==> run_1/layers.png <==
Drawn at 6 px/um.
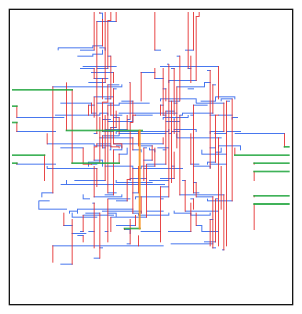
==> run_1/route_heat.png <==
Drawn at 8 px/um. 9 x 10 tiles, from dark purple (low) to yellow (high), scaled to the fullest tile. Values are wire area over tile area, all layers added.
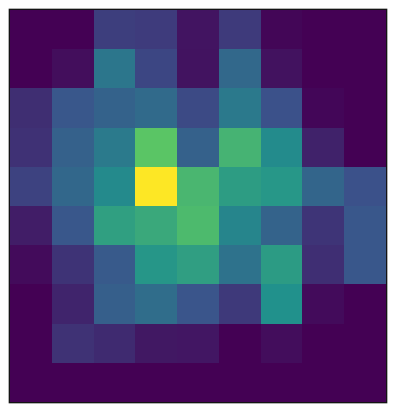
==> run_1/m3.png <==
Drawn at 6 px/um.
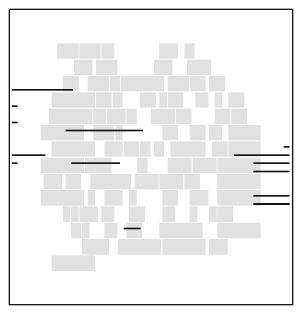
==> run_1/clock_wires.png <==
Drawn at 8 px/um.
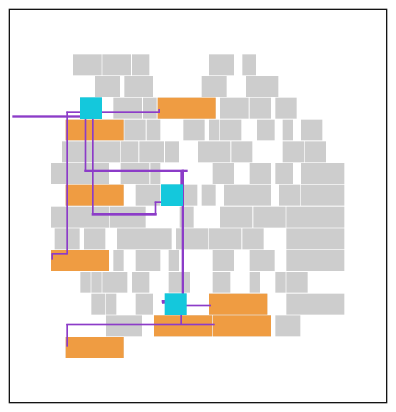
## config.mk

```make
export PLATFORM = sky130hd
export DESIGN_NAME = hazard_ctrl
export DESIGN_NICKNAME = d
export VERILOG_FILES = /design/src/rtl/hazard_pkg.sv /design/src/rtl/fwd_sel_enc.sv /design/src/rtl/hazard_ctrl.sv
export SDC_FILE = /design/constraint.sdc
export NUM_CORES = 1
export LEC_CHECK = 0
export CAP_MARGIN = 20
export CORE_AREA = 5 5 42 44
export DETAILED_ROUTE_END_ITERATION = 10
export DIE_AREA = 0 0 47 49
export PLACE_DENSITY = 0.71
export SLEW_MARGIN = 10
export SYNTH_ARGS = -nofsm -noshare
export SYNTH_HDL_FRONTEND = slang
export SYNTH_SLANG_ARGS = --single-unit
```

## constraint.sdc

```tcl
create_clock -name clk -period 1.76 [get_ports clk]
set_input_delay 0.352 -clock clk [delete_from_list [all_inputs] [get_ports clk]]
set_output_delay 0.352 -clock clk [all_outputs]
set_load 0.1 [all_outputs]
```

## src/rtl/hazard_pkg.sv

```systemverilog
// Shared encodings for the hazard unit: detector outtype codes, forwarding
// select values and the stall-controller state encoding.
package hazard_pkg;

  localparam logic [3:0] OT_NONE   = 4'd0;
  localparam logic [3:0] OT_ALU_RS = 4'd1;
  localparam logic [3:0] OT_ALU_RT = 4'd2;
  localparam logic [3:0] OT_LD_RS  = 4'd3;
  localparam logic [3:0] OT_LD_RT  = 4'd4;

  localparam logic [1:0] FWD_RF  = 2'b00;
  localparam logic [1:0] FWD_MEM = 2'b01;
  localparam logic [1:0] FWD_WB  = 2'b10;

  typedef enum logic {
    RUN    = 1'b0,
    LSTALL = 1'b1
  } hz_state_t;

  // A report is meaningful only with conf set and a code in 1..4.
  function automatic logic code_valid(input logic conf, input logic [3:0] ot);
    return conf && (ot >= OT_ALU_RS) && (ot <= OT_LD_RT);
  endfunction

endpackage

```

## src/rtl/fwd_sel_enc.sv

```systemverilog
// Maps the distance-one and distance-two conflict reports onto next rs/rt
// forwarding selects; distance-one wins per operand.
module fwd_sel_enc
  import hazard_pkg::*;
(
  input  logic       conf1,
  input  logic [3:0] outtype1,
  input  logic       conf2,
  input  logic [3:0] outtype2,
  output logic [1:0] sel_a,
  output logic [1:0] sel_b,
  output logic [1:0] d2_a,
  output logic [1:0] d2_b
);

  logic v1, v2;

  always_comb begin
    v1    = code_valid(conf1, outtype1);
    v2    = code_valid(conf2, outtype2);
    // Distance-two load codes also forward from MEM/WB: the load has data by then.
    d2_a  = (v2 && (outtype2 == OT_ALU_RS || outtype2 == OT_LD_RS)) ? FWD_WB : FWD_RF;
    d2_b  = (v2 && (outtype2 == OT_ALU_RT || outtype2 == OT_LD_RT)) ? FWD_WB : FWD_RF;
    sel_a = (v1 && outtype1 == OT_ALU_RS) ? FWD_MEM : d2_a;
    sel_b = (v1 && outtype1 == OT_ALU_RT) ? FWD_MEM : d2_b;
  end

endmodule

```

## src/rtl/hazard_ctrl.sv

```systemverilog
// Hazard control: load-use stall/bubble generation and registered E-stage
// forwarding selects. Optional statistics counters under HAZARD_STATS_EN.
module hazard_ctrl
  import hazard_pkg::*;
#(
  parameter int LOAD_STALL_CYCLES = 1
`ifdef HAZARD_STATS_EN
  , parameter int CNT_W = 16
`endif
) (
  input  logic             clk,
  input  logic             rst,
  input  logic             conf1,
  input  logic [3:0]       outtype1,
  input  logic             conf2,
  input  logic [3:0]       outtype2,
  input  logic             pipe_hold,
  output logic             pc_write,
  output logic             ifid_write,
  output logic             idex_flush,
  output logic [1:0]       fwd_a_sel,
  output logic [1:0]       fwd_b_sel
`ifdef HAZARD_STATS_EN
  , output logic [CNT_W-1:0] stall_cnt
  , output logic [CNT_W-1:0] fwd_cnt
`endif
);

  // With a single bubble the load is still in WB-reach; longer stalls let it retire.
  localparam logic [1:0] LAT_SEL = (LOAD_STALL_CYCLES == 1) ? FWD_WB : FWD_RF;

  hz_state_t  state, state_nx;
  logic [1:0] scnt, scnt_nx;
  logic       lat_rt, lat_rt_nx;
  logic       ld_hit, stall, exit_edge;
  logic [1:0] enc_a, enc_b, d2_a, d2_b;
  logic [1:0] a_nx, b_nx;

  fwd_sel_enc u_enc (
    .conf1    (conf1),
    .outtype1 (outtype1),
    .conf2    (conf2),
    .outtype2 (outtype2),
    .sel_a    (enc_a),
    .sel_b    (enc_b),
    .d2_a     (d2_a),
    .d2_b     (d2_b)
  );

  always_comb begin
    state_nx   = state;
    scnt_nx    = scnt;
    lat_rt_nx  = lat_rt;
    pc_write   = 1'b1;
    ifid_write = 1'b1;
    idex_flush = 1'b0;
    stall      = 1'b0;
    exit_edge  = 1'b0;
    ld_hit     = code_valid(conf1, outtype1) &&
                 (outtype1 == OT_LD_RS || outtype1 == OT_LD_RT);

    if (pipe_hold) begin
      pc_write   = 1'b0;
      ifid_write = 1'b0;
    end else if (state == LSTALL) begin
      // Detector reports are ignored here: the bubble in E yields spurious codes.
      stall   = 1'b1;
      scnt_nx = scnt - 2'd1;
      if (scnt == 2'd1) begin
        state_nx  = RUN;
        exit_edge = 1'b1;
      end
    end else if (ld_hit) begin
      stall     = 1'b1;
      lat_rt_nx = (outtype1 == OT_LD_RT);
      if (LOAD_STALL_CYCLES == 1) begin
        exit_edge = 1'b1;
      end else begin
        state_nx = LSTALL;
        scnt_nx  = 2'(LOAD_STALL_CYCLES - 1);
      end
    end

    if (stall || rst) begin
      pc_write   = 1'b0;
      ifid_write = 1'b0;
      idex_flush = 1'b1;
    end

    a_nx = enc_a;
    b_nx = enc_b;
    if (exit_edge) begin
      a_nx = lat_rt_nx ? d2_a : LAT_SEL;
      b_nx = lat_rt_nx ? LAT_SEL : d2_b;
    end else if (stall) begin
      a_nx = FWD_RF;
      b_nx = FWD_RF;
    end
  end

  // ---- register stage: FSM and forwarding selects ----
  always_ff @(posedge clk) begin
    if (rst) begin
      state     <= RUN;
      scnt      <= 2'd0;
      lat_rt    <= 1'b0;
      fwd_a_sel <= FWD_RF;
      fwd_b_sel <= FWD_RF;
    end else if (!pipe_hold) begin
      state     <= state_nx;
      scnt      <= scnt_nx;
      lat_rt    <= lat_rt_nx;
      fwd_a_sel <= a_nx;
      fwd_b_sel <= b_nx;
    end
  end

`ifdef HAZARD_STATS_EN
  function automatic logic [CNT_W-1:0] sat_inc(input logic [CNT_W-1:0] v);
    return (&v) ? v : v + CNT_W'(1);
  endfunction

  always_ff @(posedge clk) begin
    if (rst) begin
      stall_cnt <= '0;
      fwd_cnt   <= '0;
    end else begin
      if (idex_flush)
        stall_cnt <= sat_inc(stall_cnt);
      if (!pipe_hold && (a_nx != FWD_RF || b_nx != FWD_RF))
        fwd_cnt <= sat_inc(fwd_cnt);
    end
  end
`endif

endmodule

```

==> impl_metrics.json, run 1 <==
{
  "required_ns": 1.41,
  "setup_viol": 3,
  "cts_tree": "yes",
  "drt_pass1_iterations": 5,
  "placedCellCount": 100,
  "status": "complete, but fails checks",
  "stdcell_count": 104,
  "die_y_um": 49,
  "fin_crit_sh_pct": 104,
  "ys_area_sq_um": 489,
  "fin_nets": 104,
  "syn_inst": 59,
  "pwr_density_cell_nw_per_um2": 535,
  "p_clk_w": 0.000138,
  "fp_util_pct": 34.9,
  "fin_util_pct": 64.0,
  "numCtsBuffers": 3,
  "gr-total-overflow": 0,
  "final_max_slew_viol_count": 0,
  "ff_type": "dfxtp_1",
  "power_leader": "sequential cells",
  "syn_to_final_growth_pct": 83.4,
  "fmax_mhz": 546,
  "syn_area_sq_um": 489,
  "path_max_fanout": 3,
  "hold_class": "in -> reg",
  "clockBufferDepth": 2,
  "drc_errors": 0,
  "dp_hpwl_um": 1090,
  "edf_count": 0,
  "endpoint_kind": "output pin",
  "final_cell_mix": "buf_4, dfxtp_1, buf_12",
  "worst_setup_path_start_kind": "primary input",
  "violations": "negative setup slack",
  "die_x_um": 47,
  "top_area_cell": "dfxtp_1",
  "syn_avg_cell_area_sq_um": 8.29,
  "synth_cell_types": 25,
  "rows": 14,
  "io_buffers": 19,
  "relSlewSlack_pct": 80.9,
  "io_pins": 20,
  "crit_chain": "buf_6, or3b_4, a21oi_4, or4_4, clkinvlp_4, buf_12",
  "min-delay-start": "outtype1[0]",
  "crit_path_max_incr_delay_ns": 0.44,
  "top_cell_area_share_pct": 32.7,
  "worst_slack_ns": -0.0713,
  "p_int_w": 0.000337
}
## Picture notes: layers.png
Orange marks M4, wire length 16.3 um. Red marks M2, wire length 663 um. Green marks M3, wire length 72.5 um. Blue marks M1, wire length 570 um.
DR WL/cell: 12.7 um
vias: 527
drt total wl: 1320 um

## Picture notes: route_heat.png
The mean over all tiles is 0.091. The densest ninth of the die: middle. 14% of the tiles are over half the peak.

## Picture notes: m3.png
12 nets have wire on it. The wires run mostly horizontal. The layer holds 5.5% of the routed length.

## Picture notes: clock_wires.png
Orange marks flip-flops, count 8. Cyan marks clock-net drivers, count 3. Purple marks clock wires, length 135 um.
There are 4 routed clock nets.

run 1: final timing paths:
path / endpoint / slack, ns / depth (start not counted)
min: fwd_b_sel[0] / 0.29 / 2
max reg2reg: fwd_b_sel[1] / 0.41 / 5
max: ifid_write / -0.07 / 6
min reg2reg: fwd_a_sel[0] / 0.49 / 2
run 1: cell type report:
class	instances	area [sq um]
tap	16	20.0
fill	126	504
timing repair buffer	30	350
inverter	2	11.3
clock buffer	3	22.5
multi-input combinational	45	333
sequential	8	160
run 1: state kept, by name (all words and copies together), names as in the netlist:
register and cells:
fwd_a_sel 2, lat_rt 1, scnt 2, fwd_b_sel 2, state 1
run 1: layer usage:
metal | routed length, um | global-route usage, %
met1 | 569 | 16.3
met2 | 662 | 20.4
met3 | 72 | 3.32
met4 | 16 | 8.29
met5 | 0 | 0
run 1: cell families after synthesis:
family                   count (synthesis)  share of synthesized area [%]
AND-OR/OR-AND                           16                           24.8
XOR/XNOR                                 2                           3.58
adder cells (fa/ha/maj)                  1                           2.56
buffers and inverters                    6                           5.37
flip-flops                               8                           32.7
AND/OR/NAND/NOR                         26                           30.9
run 1: stage by stage:
stage | hold WS (ns) | area [sq um] | setup WS (ns)
after floorplan | 0.453 | 513 | -0.438
after global placement | 0.490 | 837 | -0.452
after detailed placement | 0.493 | 837 | -0.492
after CTS | 0.284 | 892 | -0.183
after global routing | 0.293 | 897 | -0.115
final | 0.289 | 897 | -0.0713
run 1: worst reg2reg max path, delay by kind of cell, from the launching register on:
kind	cells	cell delay [ns]
buffers and inverters	2	0.34
AND-OR/OR-AND	2	0.41
flip-flops	1	0.31
AND/OR/NAND/NOR	1	0.17
--- run 2 (diff from run 1) ---
CORE_AREA = 2 2 39 41   (was 5 5 42 44)
DIE_AREA = 0 0 41 43   (was 0 0 47 49)
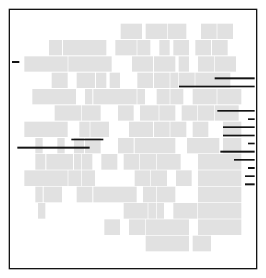
(run_2/m3.png)
Drawn at 6 px/um.
14 nets have wire on it. The layer carries 65.6 um of wire. The wires run mostly horizontal. The layer holds 4.7% of the routed length. The longest straight run is 12.3 um.

==> run 2 against run 1 <==
Compared with the run above: the run still ends with negative setup slack left; largest power group unchanged; register-to-register slack hardly changed; combinational power is 7% higher; power is 2.4% higher; via count is 7.4% higher; core utilization is 4.9 points higher; routed wire length is 6.2% higher; first-iteration DRC count is 50% higher; clock skew hardly changed; critical endpoint is now pc_write; sequential power hardly changed; synthesized area stayed put.
==> impl_metrics.json, run 2 <==
{
  "ant_nets": 0,
  "cpMaxStageDelayCell": "or4_4",
  "die_y_um": 43,
  "setup_viol": 3,
  "crit_chain": "buf_6, or3b_4, a21oi_4, or4_4, clkinvlp_4, buf_12",
  "hold_class": "in -> reg",
  "edf_count": 0,
  "rows": 14,
  "worst_setup_path_start_kind": "primary input",
  "wire_per_inst_um": 12.5,
  "status": "complete, but fails checks",
  "finalWirelength_um": 1400,
  "antenna_cells": 0,
  "ff_type": "dfxtp_1",
  "drv_cap": 0,
  "stdcell_count": 112,
  "cts_resized": 28,
  "worst_slack_ns": -0.0840,
  "synth_seq_share_pct": 32.7,
  "io_buffers": 19,
  "fin_nets": 112,
  "syn_area_sq_um": 489,
  "dp_hpwl_um": 1040,
  "path_class": "in -> out",
  "endpoint_kind": "output pin",
  "drt_pass1_iterations": 4,
  "syn_inst": 59,
  "cts_tree": "yes",
  "ys_area_sq_um": 489,
  "fp_util_pct": 35.4,
  "fmax_mhz": 542,
  "synth_dominant_cell_count": "dfxtp_1",
  "post-route-min-period_ns": 1.84,
  "cts_hold_buf": 0,
  "placedCellCount": 102,
  "fin_crit_sh_pct": 105,
  "vias_per_cell": 5.05,
  "grt_pass1_vias": 537,
  "peakVddDrop_mv": 0.353,
  "final.fill_count": 115,
  "synth.area.top_cells": "dfxtp_1, o41ai_1, a21oi_1",
  "syn_avg_cell_area_sq_um": 8.29,
  "crit_path_max_incr_delay_ns": 0.44,
  "coreArea_sq_um": 1380,
  "top_cell_area_share_pct": 32.7,
  "final_max_slew_viol_count": 0,
  "via_count": 566,
  "fin_util_pct": 68.9,
  "die_x_um": 41,
  "lay_top_count": "buf_4",
  "holdWs_ns": 0.401,
  "ys_async_sr_fraction_pct": 0,
  "die-area_sq_um": 1760,
  "final_cell_mix": "buf_4, dfxtp_1, buf_12",
  "synth_nets": 73,
  "top_area_cell": "dfxtp_1",
  "synth_cell_types": 25,
  "routabilityCongestion": 0.688,
  "path_max_fanout": 3,
  "ys.flops": 8,
  "warning_count": 29,
  "relSlewSlack_pct": 81.1,
  "reg_top3": "fwd_a_sel: 2 flops, fwd_b_sel: 2 flops, scnt: 2 flops",
  "yosysWarnings": 0,
  "clockBufferDepth": 2,
  "path_buffers": 3,
  "syn_to_final_growth_pct": 94.9,
  "grtUsageTotal_pct": 17.9,
  "drt_iter0_drc": 9,
  "drc_errors": 0,
  "arrival_ns": 1.49,
  "fin_worst_skew_ns": 0.00237,
  "cts_setup_buffers": 4,
  "grt_pass1_wl_um": 2130,
  "fin_tns_setup_ns": -0.251,
  "pwr_density_cell_nw_per_um2": 515,
  "numCtsBuffers": 3,
  "power.total_w": 0.000491,
  "io_pins": 20,
  "antenna_found_initial": 0,
  "gr-total-overflow": 0,
  "violations": "negative setup slack",
  "required_ns": 1.41,
  "grt_setup_unrepaired": "yes"
}
[run 2: cell counts after synthesis]
Identical to the previous run, type by type.
[run 2: cells by family after synthesis]
kind of cell / count (synthesis) / share of synthesized area (%)
DFF: 8 / 32.7
buffers and inverters: 6 / 5.37
AOI/OAI and AO/OA: 16 / 24.8
adders and majority gates: 1 / 2.56
xor gates and xnor gates: 2 / 3.58
and+or+nand+nor: 26 / 30.9
[run 2: path summary, 6_finish.rpt]
kind	start	end	slack, ns	cells after the start
max reg2reg	state	fwd_b_sel[1]	0.41	5
min reg2reg	fwd_a_sel[0]	fwd_a_sel[0]	0.49	2
max	outtype1[2]	pc_write	-0.08	6
min	outtype1[0]	fwd_b_sel[0]	0.40	3
[run 2: area by class of cell]
type | instances | area, sq um | area share (%)
repair buffers | 38 | 407 | 42.7
multi-input cells | 45 | 333 | 34.9
flip-flops and latches | 8 | 160 | 16.8
clock buffers | 3 | 22.5 | 2.36
well taps | 16 | 20.0 | 2.10
inverters | 2 | 11.3 | 1.18
[run 2: power breakdown]
| part | switching [W] | internal [W] | total [W] |
|---|---|---|---|
| registers | 0.00000179 | 0.000183 | 0.000185 |
| clock network | 0.0000606 | 0.0000779 | 0.000138 |
| logic | 0.0000841 | 0.0000831 | 0.000167 |
[run 2: tightest hold or removal path: cells and delay by family]
kind	cells	cell delay, ns
buffers and inverters	2	0.19
AOI/OAI and AO/OA	1	0.07
[run 2: metrics by stage]
stage                     instance area [sq um]  worst slack [ns]
after floorplan                             513            -0.438
after global placement                      852            -0.455
after detailed placement                    852            -0.498
after CTS                                   927            -0.179
after global routing                        953            -0.110
final                                       953           -0.0840
[run 2: metal layers]
metal,track usage (%),routed length [um],up-vias
met2,30.3,716,15
met3,3.14,65,2
met5,0,0,-
met1,19.5,606,258
met4,10.0,14,0
li1,-,-,291
==> run_2/route_heat.png <==
Drawn at 8 px/um. 8 x 9 tiles, from dark purple (low) to yellow (high), scaled to the fullest tile. Values are wire area over tile area, all layers added.
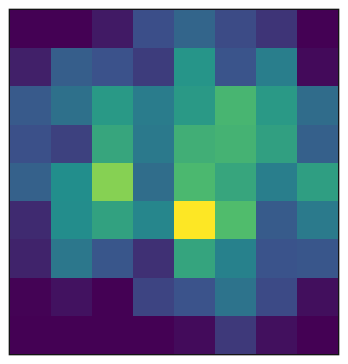

--- run 3 (diff from run 2) ---
clock period = 2 ns   (was 1.76 ns; I/O delays follow)
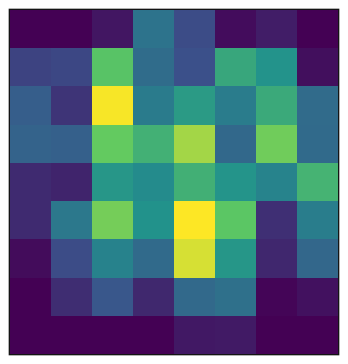
(run_3/route_heat.png)
Drawn at 8 px/um. 8 x 9 tiles, from dark purple (low) to yellow (high), scaled to the fullest tile. Values are wire area over tile area, all layers added.
The mean over all tiles is 0.12. The densest ninth of the die: middle. 15% of the tiles are nearly empty. The emptiest ninth of the die: bottom left. The fullest tile reaches 0.35. 28% of the tiles are over half the peak.
vias: 543
Total GRT Usage: 17.9%
DR WL/cell: 11.8 um
drt total wl: 1280 um

==> run 3 against run 2 <==
Compared with the run above: the run now ends clean; worst setup slack improved by 0.14 ns; cell area decreased by 11%; power decreased by 16%; via count shrank 4.1%; first-iteration DRC count shrank 33%; critical path depth is 1 higher; largest cell class is now combinational gates; largest power group unchanged.
==> impl_metrics.json, run 3 <==
{
  "final_max_slew_viol_count": 0,
  "synth.area.top_cells": "dfxtp_1, o41ai_1, a21oi_1",
  "syn_inst": 59,
  "die_y_um": 43,
  "antenna_found_initial": 0,
  "required_ns": 1.60,
  "arrival_ns": 1.55,
  "fin_nets": 108,
  "synth_nets": 73,
  "setup_viol": 0,
  "worst_setup_path_start_kind": "primary input",
  "warning_count": 29,
  "stdcell_count": 108,
  "final.fill_count": 123,
  "r2r-start": "state",
  "dp_hpwl_um": 992,
  "fin_worst_skew_ns": 0.00225,
  "status": "finished, final reports clean",
  "top_area_cell": "dfxtp_1",
  "fin_crit_sh_pct": 97.3,
  "syn_to_final_growth_pct": 73.9,
  "ff_type": "dfxtp_1",
  "crit_path_max_incr_delay_ns": 0.39,
  "numCtsBuffers": 3,
  "reg2reg_depth": 5,
  "yosysWarnings": 0,
  "reg2reg_to": "fwd_b_sel[1]",
  "synth_seq_share_pct": 32.7,
  "grt_pass1_vias": 560,
  "endpoint_kind": "output pin",
  "die-area_sq_um": 1760,
  "antenna_cells": 0,
  "fin_area_sq_um": 851,
  "fmax_mhz": 514,
  "grt_setup_unrepaired": "yes",
  "final_cell_mix": "buf_4, dfxtp_1, nand2_1, clkdlybuf4s50_1",
  "placedCellCount": 101,
  "fin_util_pct": 61.5,
  "pwr_density_cell_nw_per_um2": 484,
  "rows": 14,
  "path_buffers": 3,
  "crit_chain": "buf_2, or3b_4, a21oi_4, buf_6, nor2_2, o21bai_2, buf_12",
  "fp_util_pct": 35.4,
  "power.total_w": 0.000411,
  "holdWs_ns": 0.452,
  "io_buffers": 19,
  "clockBufferDepth": 2,
  "fin_tns_setup_ns": 0,
  "io_pins": 20,
  "hold_class": "in -> reg"
}
run 3: cell families (layout without fill, tap and decap cells):
family,after synthesis,in the layout,synth area share [%]
AND/OR/NAND/NOR,26,26,30.9
AND-OR/OR-AND,16,16,24.8
flip-flops,8,8,32.7
buffers and inverters,6,39,5.37
XOR/XNOR,2,2,3.58
adder cells (fa/ha/maj),1,1,2.56
run 3: worst min-delay path by stage:
stage	startpoint	endpoint	slack [ns]	cells past startpoint
after floorplan	lat_rt	lat_rt	0.48	2
after global placement	fwd_a_sel[0]	fwd_a_sel[0]	0.45	2
after detailed placement	fwd_a_sel[0]	fwd_a_sel[0]	0.46	2
after CTS	outtype1[0]	fwd_b_sel[0]	0.44	3
after global routing	outtype1[0]	fwd_b_sel[0]	0.45	3
final	outtype1[0]	fwd_b_sel[0]	0.45	3
run 3: where the power goes:
part	switching (W)	internal (W)	leakage, nW
logic	0.0000710	0.0000623	0.260
clock network	0.0000474	0.0000681	0.0138
registers	0.00000100	0.000162	0.0645
total	0.000119	0.000292	0.339
run 3: metal layers:
metal | part of all wire [%] | track usage (%) | wire length [um]
met1 | 44 | 19.2 | 561
met3 | 5.9 | 5.76 | 75
met5 | 0 | 0 | 0
met4 | 0.47 | 8.67 | 6
met2 | 49 | 29.7 | 631
run 3: repair_timing:
| action | CTS | global route |
|---|---|---|
| pin swaps | 4 | 3 |
| setup endpoints to repair | 3 | 3 |
| resized | 24 | 0 |
| setup buffers | 4 | 0 |
run 3: final cells by class:
| type | instances | share of cell area, % |
|---|---|---|
| Clock buffer | 3 | 2.65 |
| Inverter | 2 | 1.32 |
| Multi-Input combinational cell | 45 | 37.6 |
| Sequential cell | 8 | 18.8 |
| Tap cell | 16 | 2.35 |
| Timing Repair Buffer | 34 | 37.2 |
Power is estimated from default activity; no workload was simulated.
